--- src/rtl/sub_pkg.sv ---
// Shared definitions for the nibble-serial subtractor.
// DIGIT_W : width of one serial slice in bits.
// state_e : control FSM states (IDLE accept, RUN compute slices, DONE present).
package sub_pkg;

  localparam int unsigned DIGIT_W = 4;

  typedef enum logic [1:0] {
    IDLE = 2'd0,
    RUN  = 2'd1,
    DONE = 2'd2
  } state_e;

endpackage

--- src/rtl/sub_slice.sv ---
// Combinational 4-bit subtract slice: {bo, d} = x - y - bi.
// Ports:
//   x  : minuend digit
//   y  : subtrahend digit
//   bi : borrow in
//   d  : difference digit
//   bo : borrow out
module sub_slice
  import sub_pkg::*;
(
  input  logic [DIGIT_W-1:0] x,
  input  logic [DIGIT_W-1:0] y,
  input  logic               bi,
  output logic [DIGIT_W-1:0] d,
  output logic               bo
);

  logic [DIGIT_W:0] sum;

  // Two's-complement form: x + ~y + ~bi; a borrow is the absence of carry.
  always_comb begin
    sum = {1'b0, x} + {1'b0, ~y} + {{DIGIT_W{1'b0}}, ~bi};
    d   = sum[DIGIT_W-1:0];
    bo  = ~sum[DIGIT_W];
  end

endmodule

--- src/rtl/serial_subtractor.sv ---
// Nibble-serial subtractor: diff = (a - b - bin) mod 2^WIDTH, one 4-bit
// slice per clock, LSB slice first, borrow held in a flop between slices.
// Ports:
//   clk, rst_n           : clock, asynchronous active-low reset
//   in_valid / in_ready  : operand handshake (a, b, bin sampled on accept)
//   out_valid / out_ready: result handshake (diff, bout, ovf held in DONE)
//   diff                 : difference, valid while out_valid
//   bout                 : unsigned borrow out (a < b + bin)
//   ovf                  : signed overflow of a - b - bin
//   busy                 : operation in RUN or DONE
// WIDTH must be a multiple of 4 and at least 8.
module serial_subtractor
  import sub_pkg::*;
#(
  parameter int unsigned WIDTH = 16
) (
  input  logic             clk,
  input  logic             rst_n,
  input  logic             in_valid,
  output logic             in_ready,
  input  logic [WIDTH-1:0] a,
  input  logic [WIDTH-1:0] b,
  input  logic             bin,
  output logic             out_valid,
  input  logic             out_ready,
  output logic [WIDTH-1:0] diff,
  output logic             bout,
  output logic             ovf,
  output logic             busy
);

  localparam int unsigned NSLICE = WIDTH / DIGIT_W;
  localparam int unsigned CNT_W  = (NSLICE > 1) ? $clog2(NSLICE) : 1;
  localparam logic [CNT_W-1:0] LAST = CNT_W'(NSLICE - 1);

  state_e           state_q, state_d;
  logic [CNT_W-1:0] cnt_q, cnt_d;
  logic [WIDTH-1:0] a_sr_q, a_sr_d;
  logic [WIDTH-1:0] b_sr_q, b_sr_d;
  logic [WIDTH-1:0] diff_q, diff_d;
  logic             borrow_q, borrow_d;
  logic             a_msb_q, a_msb_d;
  logic             b_msb_q, b_msb_d;
  logic             bout_q, bout_d;
  logic             ovf_q, ovf_d;

  logic [DIGIT_W-1:0] d4;
  logic               bo;

  sub_slice u_slice (
    .x  (a_sr_q[DIGIT_W-1:0]),
    .y  (b_sr_q[DIGIT_W-1:0]),
    .bi (borrow_q),
    .d  (d4),
    .bo (bo)
  );

  always_ff @(posedge clk or negedge rst_n) begin
    if (!rst_n) begin
      state_q  <= IDLE;
      cnt_q    <= '0;
      a_sr_q   <= '0;
      b_sr_q   <= '0;
      diff_q   <= '0;
      borrow_q <= 1'b0;
      a_msb_q  <= 1'b0;
      b_msb_q  <= 1'b0;
      bout_q   <= 1'b0;
      ovf_q    <= 1'b0;
    end else begin
      state_q  <= state_d;
      cnt_q    <= cnt_d;
      a_sr_q   <= a_sr_d;
      b_sr_q   <= b_sr_d;
      diff_q   <= diff_d;
      borrow_q <= borrow_d;
      a_msb_q  <= a_msb_d;
      b_msb_q  <= b_msb_d;
      bout_q   <= bout_d;
      ovf_q    <= ovf_d;
    end
  end

  always_comb begin
    state_d  = state_q;
    cnt_d    = cnt_q;
    a_sr_d   = a_sr_q;
    b_sr_d   = b_sr_q;
    diff_d   = diff_q;
    borrow_d = borrow_q;
    a_msb_d  = a_msb_q;
    b_msb_d  = b_msb_q;
    bout_d   = bout_q;
    ovf_d    = ovf_q;

    unique case (state_q)
      IDLE: begin
        if (in_valid) begin
          a_sr_d   = a;
          b_sr_d   = b;
          borrow_d = bin;
          a_msb_d  = a[WIDTH-1];
          b_msb_d  = b[WIDTH-1];
          cnt_d    = '0;
          state_d  = RUN;
        end
      end
      RUN: begin
        // Result digits enter at the top so the first (LSB) digit ends up
        // at bit 0 after NSLICE shifts.
        diff_d   = {d4, diff_q[WIDTH-1:DIGIT_W]};
        a_sr_d   = a_sr_q >> DIGIT_W;
        b_sr_d   = b_sr_q >> DIGIT_W;
        borrow_d = bo;
        cnt_d    = cnt_q + 1'b1;
        if (cnt_q == LAST) begin
          state_d = DONE;
          bout_d  = bo;
          // Overflow only possible when operand signs differ and the
          // result sign disagrees with the minuend.
          ovf_d   = (a_msb_q != b_msb_q) && (d4[DIGIT_W-1] != a_msb_q);
        end
      end
      DONE: begin
        if (out_ready) state_d = IDLE;
      end
      default: state_d = IDLE;
    endcase
  end

  assign in_ready  = (state_q == IDLE);
  assign out_valid = (state_q == DONE);
  assign busy      = (state_q != IDLE);
  assign diff      = diff_q;
  assign bout      = bout_q;
  assign ovf       = ovf_q;

endmodule

--- config.mk ---
export PLATFORM = sky130hd
export DESIGN_NAME = serial_subtractor
export DESIGN_NICKNAME = d
export VERILOG_FILES = /design/src/rtl/sub_pkg.sv /design/src/rtl/sub_slice.sv /design/src/rtl/serial_subtractor.sv
export SDC_FILE = /design/constraint.sdc
export NUM_CORES = 1
export LEC_CHECK = 0
export CAP_MARGIN = 30
export CORE_MARGIN = 3
export CORE_UTILIZATION = 25
export DETAILED_ROUTE_END_ITERATION = 16
export PLACE_DENSITY = 0.48
export SLEW_MARGIN = 25
export SYNTH_ARGS = -nofsm -noshare
export SYNTH_HDL_FRONTEND = slang
export SYNTH_SLANG_ARGS = --single-unit
--- constraint.sdc ---
create_clock -name clk -period 4.8 [get_ports clk]
set_input_delay 0.72 -clock clk [delete_from_list [all_inputs] [get_ports clk]]
set_output_delay 0.72 -clock clk [all_outputs]
set_load 0.03 [all_outputs]
run_1/met1.png
Supply wires on this layer in grey.
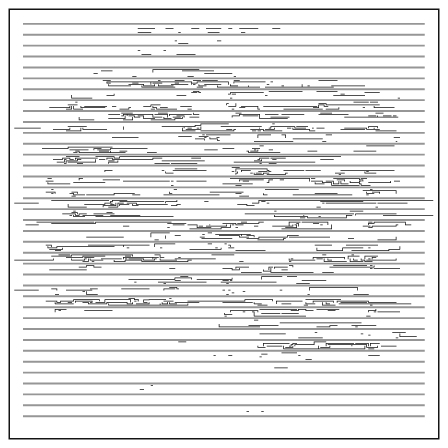
The layer holds 49% of the routed length. The layer carries 2750 um of wire.
Routed WL: 5600 um
routed vias: 1903

run_1/met2.png
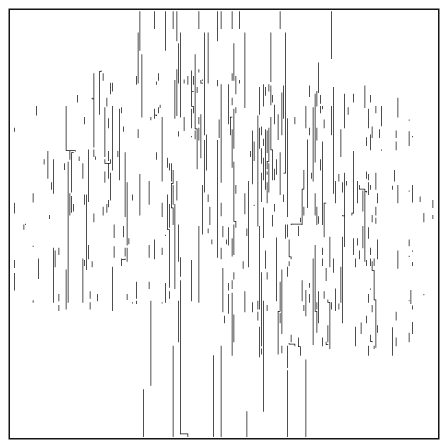
The wires run mostly vertical. The longest straight run is 38.2 um. The layer holds 43% of the routed length. The layer carries 2420 um of wire.

run_1/met3.png
The bar under the picture is 20 um long.
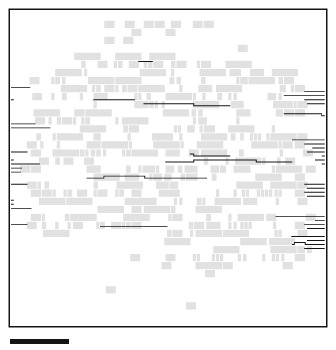
The longest straight run is 22.5 um. 41 nets have wire on it. The layer carries 410 um of wire. The wires run mostly horizontal.
GRT met3 Usage: 0.0470

==> run 1: synthesized netlist by cell type (all sizes together) (2+ instances only) <==
| cell | count | area, sq um |
|---|---|---|
| clkbuf | 6 | 22.5 |
| dfrtp | 57 | 1430 |
| o21ai | 37 | 185 |
| nand2 | 88 | 330 |
| mux2 | 2 | 22.5 |
| nor2 | 6 | 22.5 |
| nand2b | 2 | 12.5 |
| a21o | 2 | 16.3 |
| a21oi | 6 | 30.0 |
| fa | 2 | 40.0 |
| inv | 8 | 30.0 |
| buf | 9 | 45.0 |
| ha | 4 | 50.1 |
| mux2i | 20 | 200 |
==> run 1: area by class of cell <==
type	instances	area (sq um)
clock buffers	13	149
clock inverters	3	40.0
fillers	1041	6390
inverters	8	30.0
multi-input cells	181	1030
flip-flops and latches	57	1430
well taps	133	166
repair buffers	60	588
==> results_dict.tcl, run 1 <==
# flow metrics
set metrics [dict create \
    status "completed" \
    pre_cts_slack_ns 2.34 \
    crit_path_start "state_q[0]" \
    final_layout_size_suffix_gt1_frac 0.0776 \
    ys_sh_mux 0.0876 \
    rsz0062_at_grt "false" \
    hpwl_um 3710 \
    cts_max_level 3 \
    ys_ff 57 \
    power_frac_clock 0.186 \
    comb_cell_power_mw 1.09 \
    grt_pass1_vias 1825 \
    grt_usage 0.107 \
    stdcell_count 455 \
    cp.depth 3 \
    maxCapViolations 0 \
    internal_power_mw 1.38 \
    tightest_slew_ns 0.728 \
    critPathCapture "out_valid" \
    overflow 0 \
    cts_buffers 9 \
    nNetsFinal 360 \
    die_w_um 107 \
    start_kind "register" \
    seq_power_mw 0.819 \
    antenna_found_initial 0 \
    cts_tree "built" \
    finalMaxSlewViolations 0 \
    hold_depth 2 \
    die_y_um 107 \
    io_buffers 57 \
    synthArstFlopShare 1.00 \
    ys_top_logic_family "simple AND/OR/NAND/NOR gates" \
    highest_layer "met4" \
    synth_nets 304 \
    placed_cells 439 \
    end_kind "primary output" \
    grt_use_met2 0.149 \
    wl_met3_um 409 \
    fp_util 0.259 \
    wl_met1_um 2750 \
    synth_area_sq_um 2540 \
    skew_ns 0.00825 \
    cts-resized-gates 0 \
    met1_usage 0.150 \
    cp_slowest_cell "clkdlybuf4s50_1" \
    crit_fanout 5 \
    switching_share 0.410 \
    xor_share 0.00345 \
    yosys_warnings 0 \
    p_total_mw 2.34 \
    antenna-diode-count 0 \
    r2r_cells 5 \
    ys.flop_type "dfrtp_1" \
    ys_sh_adder 0.0355 \
    final_cell_mix "nand2_1, dfrtp_1, clkdlybuf4s50_1" \
    cp.arrival_ns 1.67 \
    min-delay-path-class "reg -> reg" \
    synth-edff-count 0 \
    rrSetupSlack_ns 2.92 \
    coreArea_sq_um 9820 \
    setup_viol 0 \
    crit_path_cell_trace "nand2b_1 -> inv_1 -> clkdlybuf4s50_1" \
]
==> run 1 -> run 2 <==
--- a/config.mk
+++ b/config.mk
@@ -9,7 +9,7 @@
 export CORE_MARGIN = 3
 export CORE_UTILIZATION = 25
 export DETAILED_ROUTE_END_ITERATION = 16
-export PLACE_DENSITY = 0.48
+export PLACE_DENSITY = 0.49
 export SLEW_MARGIN = 25
 export SYNTH_ARGS = -nofsm -noshare
 export SYNTH_HDL_FRONTEND = slang
==> constraint.sdc (replaced) <==
create_clock -name clk -period 2.1 [get_ports clk]
set_input_delay 0.315 -clock clk [delete_from_list [all_inputs] [get_ports clk]]
set_output_delay 0.315 -clock clk [all_outputs]
set_load 0.03 [all_outputs]
run_2/gate_families.png
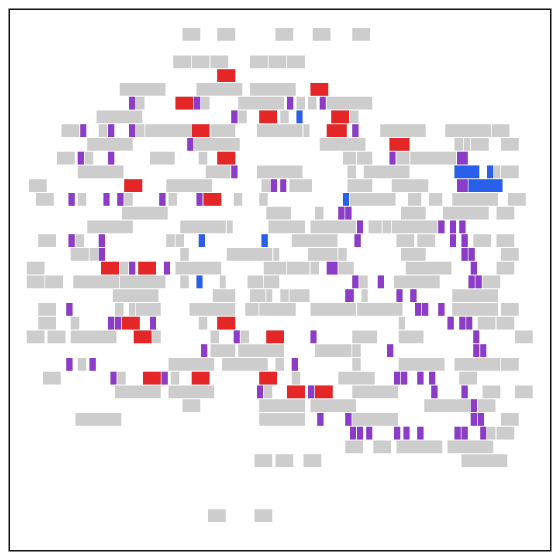
Key: NOR gates = blue [cells 8]; multiplexers = red [cells 22]; NAND gates = purple [cells 92]

==> results_dict.tcl, run 2 <==
# flow metrics
set metrics [dict create \
    vias 1904 \
    cts_tree "built" \
    hold_depth 2 \
    coreArea_sq_um 9820 \
    wl_met1_um 2710 \
    die_y_um 107 \
    final_cell_mix "nand2_1, dfrtp_1, clkdlybuf4s50_1" \
    ys_ff 57 \
    ys_sh_adder 0.0355 \
    top_cells_by_count "nand2_1, dfrtp_1, o21ai_0, mux2i_1, buf_2" \
    met1_usage 0.144 \
    warnings 26 \
    comb_cell_power_mw 2.63 \
    synth_area_sq_um 2540 \
    seq_power_mw 1.87 \
    synth_nets 304 \
    hpwl_um 3970 \
    maxCapViolations 0 \
    cts-resized-gates 0 \
    post_cts_buffers 0 \
    ir_drop_mv 0.605 \
    yosysMostFrequentCell "nand2_1" \
    setup_viol 0 \
    cts_buffers 9 \
    fp_util 0.259 \
    antenna-diode-count 0 \
    finalCriticalPeriod_ns 1.97 \
    cp.arrival_ns 1.65 \
    wl_met3_um 330 \
    crit_fanout 5 \
    nNetsFinal 364 \
    grt_pass1_vias 1911 \
    start_kind "register" \
    top_cells_by_area "dfrtp_1, nand2_1, mux2i_1, o21ai_0, ha_1" \
    final_layout_size_suffix_gt1_frac 0.0859 \
    grt_usage 0.107 \
    cp.depth 3 \
    rrSetupSlack_ns 0.24 \
    ys_sh_mux 0.0876 \
    p_total_mw 5.39 \
    wl_um 5630 \
    use_met3 0.0367 \
    powerDensity_nw_per_um2 1550 \
    stdcell_count 459 \
    status "completed" \
    top_area_frac 0.561 \
    synth-edff-count 0 \
    antenna_found_initial 0 \
    cts_max_level 3 \
    rsz0062_at_grt "false" \
    switching_share 0.411 \
    io_buffers 57 \
    highest_layer "met4" \
    critPathCapture "out_valid" \
    ys.flop_type "dfrtp_1" \
    yosys_warnings 0 \
    xor_share 0.00345 \
    cp_slowest_cell "clkdlybuf4s50_1" \
    tightest_slew_ns 0.459 \
    r2r_cells 5 \
    power_frac_clock 0.166 \
    overflow 0 \
    internal_power_mw 3.17 \
]
run_2/final_clocks.png
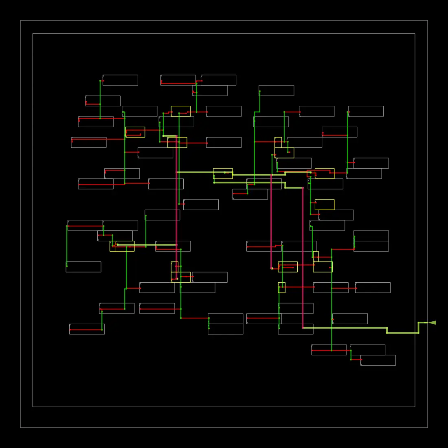
P_clk: 0.896 mW
clock skew: 0.00921 ns

[run 2: cells by family after synthesis]
logic type / Yosys count
xor gates and xnor gates: 1
AOI/OAI and AO/OA: 50
DFF: 57
muxes: 22
and+or+nand+nor: 102
buffers and inverters: 23
adders and majority gates: 6
[run 2: layout make-up]
type | count | area, sq um
Clock inverter | 3 | 15.0
Tap cell | 133 | 166
Sequential cell | 57 | 1430
Multi-Input combinational cell | 181 | 1030
Clock buffer | 13 | 159
Timing Repair Buffer | 64 | 658
Fill cell | 1069 | 6330
Inverter | 8 | 30.0
[run 2: worst reg2reg max path, cell delays in order, from the launching register on]
cell and delay, ns:
dfrtp_1 0.38, ha_1 0.35, and3b_1 0.19, or3_4 0.38, a211o_1 0.31, a41oi_2 0.18
No activity file was given, so power comes from the tool's default toggle rates.
